## src/rtl/iadc_conv_ctrl.sv

```systemverilog
// ---------------------------------------------------------------------------
// iadc_conv_ctrl
// Conversion sequencer for the incremental ADC first stage. A start request
// clears the integrator, enables the modulator/integrator for exactly OSR
// cycles, and then latches the integrator output as the conversion result.
// An abort returns to IDLE without producing a result.
//
// Parameters:
//   OSR         number of enabled integration cycles per conversion (2..65536)
//   W           integrator/result width, 2^W > OSR
//   CLR_CYCLES  cycles int_clr is held before integration (1..15)
//
// Ports:
//   clk           system clock, rising edge
//   rst           synchronous active-high reset
//   start         conversion request, sampled only in IDLE
//   abort         cancel a running conversion (wins over start)
//   int_data      registered integrator output
//   int_clr       integrator clear
//   mod_en        modulator/integrator enable
//   busy          conversion in progress (CLEAR, CONVERT, CAPTURE)
//   result        last completed conversion value
//   result_valid  one-cycle pulse when result updates
// ---------------------------------------------------------------------------
module iadc_conv_ctrl #(
    parameter int OSR        = 256,
    parameter int W          = 9,
    parameter int CLR_CYCLES = 2
) (
    input  logic         clk,
    input  logic         rst,
    input  logic         start,
    input  logic         abort,
    input  logic [W-1:0] int_data,
    output logic         int_clr,
    output logic         mod_en,
    output logic         busy,
    output logic [W-1:0] result,
    output logic         result_valid
);

    localparam int CW = (OSR > 1) ? $clog2(OSR) : 1;

    localparam logic [1:0] S_IDLE    = 2'd0;
    localparam logic [1:0] S_CLEAR   = 2'd1;
    localparam logic [1:0] S_CONVERT = 2'd2;
    localparam logic [1:0] S_CAPTURE = 2'd3;

    logic [1:0]    state, state_nxt;
    logic [3:0]    clr_cnt;
    logic [CW-1:0] smp_cnt;
    logic          capture_done;

    always_comb begin
        state_nxt = state;
        case (state)
            S_IDLE:    if (start && !abort) state_nxt = S_CLEAR;
            S_CLEAR: begin
                if (abort)                                 state_nxt = S_IDLE;
                else if (clr_cnt == 4'(CLR_CYCLES - 1))    state_nxt = S_CONVERT;
            end
            S_CONVERT: begin
                if (abort)                                 state_nxt = S_IDLE;
                else if (smp_cnt == CW'(OSR - 1))          state_nxt = S_CAPTURE;
            end
            default:   state_nxt = S_IDLE;
        endcase
    end

    // A capture completes only if the CAPTURE cycle is not aborted.
    assign capture_done = (state == S_CAPTURE) && !abort;

    // Outputs are registered from the next-state decode so they line up
    // with the state they describe and never glitch.
    always_ff @(posedge clk) begin
        if (rst) begin
            state        <= S_IDLE;
            clr_cnt      <= '0;
            smp_cnt      <= '0;
            int_clr      <= 1'b0;
            mod_en       <= 1'b0;
            busy         <= 1'b0;
            result       <= '0;
            result_valid <= 1'b0;
        end else begin
            state        <= state_nxt;
            // Counters restart at 0 whenever the state is (re)entered.
            clr_cnt      <= (state == S_CLEAR && state_nxt == S_CLEAR)
                            ? clr_cnt + 4'd1 : 4'd0;
            smp_cnt      <= (state == S_CONVERT && state_nxt == S_CONVERT)
                            ? smp_cnt + CW'(1) : '0;
            int_clr      <= (state_nxt == S_CLEAR);
            mod_en       <= (state_nxt == S_CONVERT);
            busy         <= (state_nxt != S_IDLE);
            result_valid <= capture_done;
            if (capture_done)
                result <= int_data;
        end
    end

endmodule
```

## config.mk

```make
export PLATFORM = sky130hd
export DESIGN_NAME = iadc_conv_ctrl
export DESIGN_NICKNAME = d
export VERILOG_FILES = /design/src/rtl/iadc_conv_ctrl.sv
export SDC_FILE = /design/constraint.sdc
export NUM_CORES = 1
export LEC_CHECK = 0
export CORE_UTILIZATION = 29
export DETAILED_ROUTE_END_ITERATION = 6
export GPL_TIMING_DRIVEN = 0
export PLACE_DENSITY = 0.58
export SETUP_SLACK_MARGIN = 0.4
export SLEW_MARGIN = 20
export SYNTH_ARGS = -nofsm -noshare
export SYNTH_HDL_FRONTEND = slang
export SYNTH_SLANG_ARGS = --single-unit
```

## constraint.sdc

```tcl
create_clock -name clk -period 2.2 [get_ports clk]
set_input_delay 0.44 -clock clk [delete_from_list [all_inputs] [get_ports clk]]
set_output_delay 0.44 -clock clk [all_outputs]
set_load 0.01 [all_outputs]
```

### Routed metal, one color a layer

Drawn at 6 px/µm. Two of the layers only.
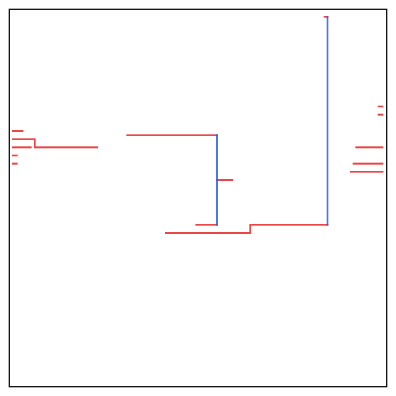
| layer | color | wire length |
|---|---|---|
| met4 | blue | 49.6 µm |
| met3 | red | 86.7 µm |

### Sequential cells grouped by signal name

Drawn at 10 px/µm.
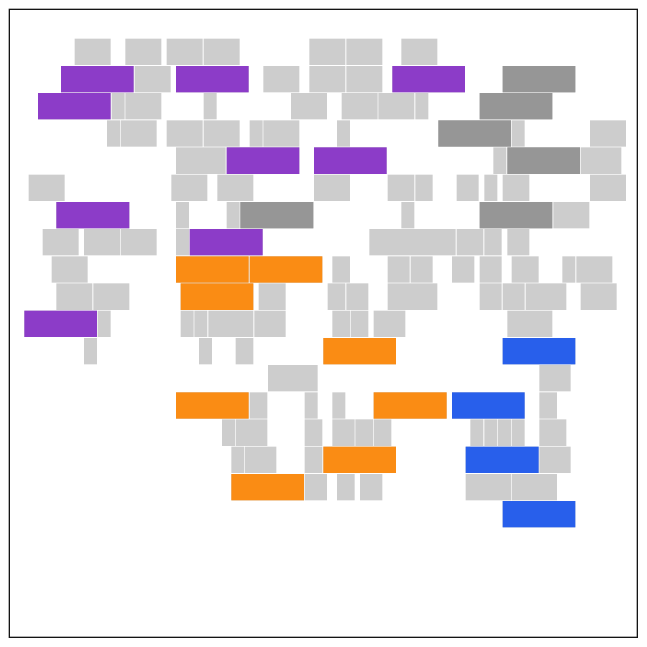
| signal | color | sequential cells |
|---|---|---|
| smp_cnt | orange | 8 |
| clr_cnt | blue | 4 |
| result | purple | 9 |
share of the final layout cell area in sequential cells: 38.1%
utilization after layout: 41.3%
FF+latch area: 541 µm²

### Routed metal per tile

Drawn at 6 px/µm. 13 x 13 tiles, from dark blue (low) to red (high), scaled to the fullest tile. Values are wire area over tile area, all layers added.
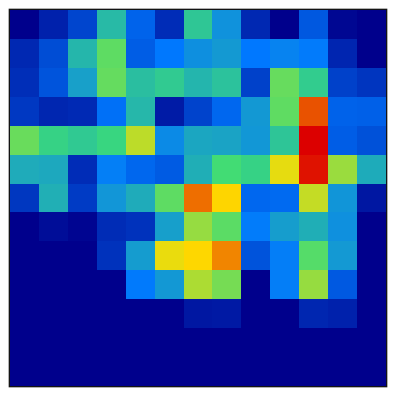
fullest tile: 0.34
mean over tiles: 0.079
emptiest ninth of the die: bottom left
routed len/inst: 10.7 µm
routed via count: 804
total global-route track usage: 11.3%

==> impl_metrics.toml <==
# implementation run metrics
[finish]
final_nets = 153
fillerInstances = 346
drive_gt1_share_pct = 7.35

[synth]
synth.most_common_cell = "dfxtp_1"
numSynthFlops = 27
syn_avg_cell_area_um2 = 9.97
ys_seq_share_pct = 50.6
synth_async_sr_flop_share_pct = 0
ys_cells = 107
netlist_top_cells_count = "dfxtp_1, nor2_1, mux2i_1"
enable_flop_cells = 0

[drt]
drtPass1Iterations = 3
drcViolationCount = 0
drt-initial-drc-count = 57

[sta]
maxSlewViolCount = 0
fmaxAchievable_mhz = 566
fin_tns_setup_ps = 0
final_min_period_over_clock_period_pct = 80.4
tightest_slew_ps = 512
timing.max_slew.rel_slack_pct = 65.6
finalCriticalPeriod_ps = 1770
finalSetupViolCount = 0

[grt]
global_route.peak_usage_layer = "met2"
grtUsageMet3_pct = 4.20
largest_net_degree_at_the_start_of_global_routing = 15

[clocking]
clock_insertion_delay_worst_skew_ps = 270
cts_root_buf = "clkbuf_8"
cts_setup_buffers = 0
tritoncts = "done"
cts_num_sinks = 27

[setup_path]
worst_setup_path_end_kind = "flop"
worstSetupPathType = "in -> reg"
worst_r2r_startpoint = "clr_cnt[0]"
critPathMaxFanout = 5
r2r.worst_path.cells = 4
worst-endpoint-required_ps = 2400

[floorplan]
num_io_pins = 26
floorplan.initialDensity_pct = 31.0
chip_area_um2 = 3930
die_width_um = 62.7
dieHeight_um = 62.7

[hold_path]
hp-start = "smp_cnt[0]"
min-delay-path-class = "reg -> reg"
holdPathStages = 1
worst_hold_path.endpoint = "smp_cnt[0]"

[place]
routabilityCongestion = 0.708
io_buffers = 25
final_hpwl_dp_um = 1450

[power]
power_density_nw_per_um2 = 574
clockPowerShare_pct = 33.8

[status]
run_status = "finished clean"
### Nets reached from selected ports

Drawn at 8 px/µm.
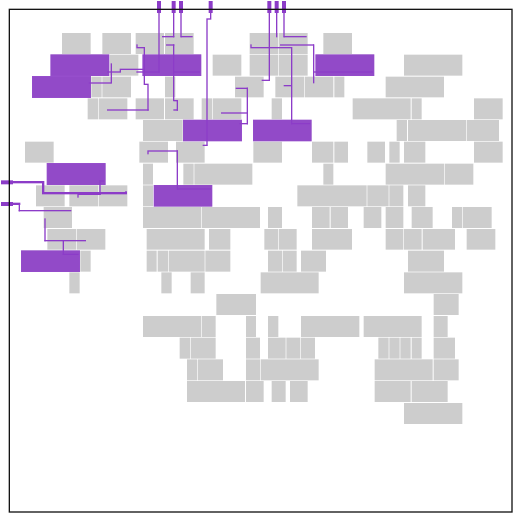
| port | color | bits | direction | edge | end cells | wire |
|---|---|---|---|---|---|---|
| result | purple | 9 | output | 7 top, 2 left | 9 | 189 µm |

### Placement view

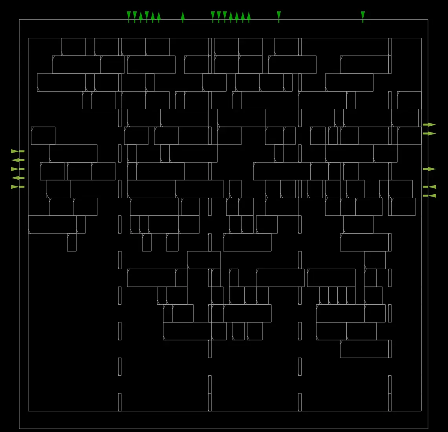
area inside the core boundary: 3440 µm²
fin cells: 182
flip-flop and latch count: 27

-- cell type report --
cell class	count	area, µm²	share of cell area, %
sequential	27	541	38.1
tap	46	57.6	4.05
clock buffer	4	45.0	3.17
multi-input combinational	74	495	34.9
inverter	3	11.3	0.793
timing repair buffer	25	250	17.6
buffer	3	20.0	1.41
-- sequential cells by signal (all words and copies together), names as in the netlist --
register,count
int_clr,1
smp_cnt,8
clr_cnt,4
busy,1
state,2
mod_en,1
result_valid,1
result,9
-- through the flow --
stage | worst slack (ps) | hold WS (ps) | std cells | utilization [%]
global placement | 157 | 428 | 178 | 39.9
global route | 408 | 491 | 182 | 41.3
CTS | 439 | 464 | 182 | 41.3
finish | 432 | 457 | 182 | 41.3
detailed placement | 147 | 451 | 178 | 39.9
floorplan | 805 | 418 | 107 | -
-- power by group through the flow --
| stage | Sequential (µW) | Combinational [µW] | Clock, µW |
|---|---|---|---|
| after global placement | 504 | 46.9 | 0 |
| after CTS | 493 | 47.4 | 294 |
| after global routing | 493 | 51.0 | 312 |
| after floorplan | 505 | 15.9 | 0 |
| final | 493 | 46.8 | 275 |
| after detailed placement | 504 | 47.2 | 0 |
-- how the worst max path moves through the flow --
stage	startpoint	endpoint	slack, ps	cells after the start
floorplan	abort	clr_cnt[3]	810	3
CTS	abort	clr_cnt[3]	440	4
finish	abort	clr_cnt[3]	430	4
global route	abort	clr_cnt[3]	410	4
detailed placement	abort	clr_cnt[3]	150	4
global placement	abort	clr_cnt[3]	160	4
-- layer usage --
metal	vias up	share of wire, %
li1	425	-
met4	0	2.5
met2	15	48
met1	359	45
met3	5	4.4
met5	-	0
-- kinds of logic after synthesis --
group	share of synthesized area [%]
AND/OR/NAND/NOR	23.0
buffers and inverters	2.93
AND-OR/OR-AND	7.39
flip-flops	50.6
multiplexers	8.44
adder cells (fa/ha/maj)	3.52
XOR/XNOR	4.10
-- critical path, stage by stage --
cell	delay [ps]
clkdlybuf4s50_1	500
nor4b_4	360
or3b_1	450
a211oi_2	220
-- cells in the final DEF (no fill, tap or decap) --
cell             synthesis  routed
dfxtp_1                 27      27
clkdlybuf4s50_1          0      25
nor2_1                  19      19
mux2i_1                  9       9
nand3_1                  5       5
a21oi_1                  4       4
xor2_1                   4       4
or3_1                    4       4
inv_1                    3       3
o21ai_0                  3       3
nand2_1                  3       3
ha_1                     3       3
clkbuf_8                 0       3
clkbuf_1                 1       2
or2_2                    2       2
nand2b_1                 2       2
nor4_1                   2       2
buf_6                    1       1
nand3b_1                 1       1
buf_2                    1       1
nor3b_1                  1       1
a2111o_1                 1       1
a211oi_1                 1       1
nor2b_1                  1       1
and2b_1                  1       1
nand4_1                  1       1
nor4b_4                  1       1
or3b_1                   1       1
o211ai_1                 1       1
a211oi_2                 1       1
o21ai_1                  1       1
xnor2_1                  1       1
and2_2                   1       1
Power is estimated from default activity; no workload was simulated.
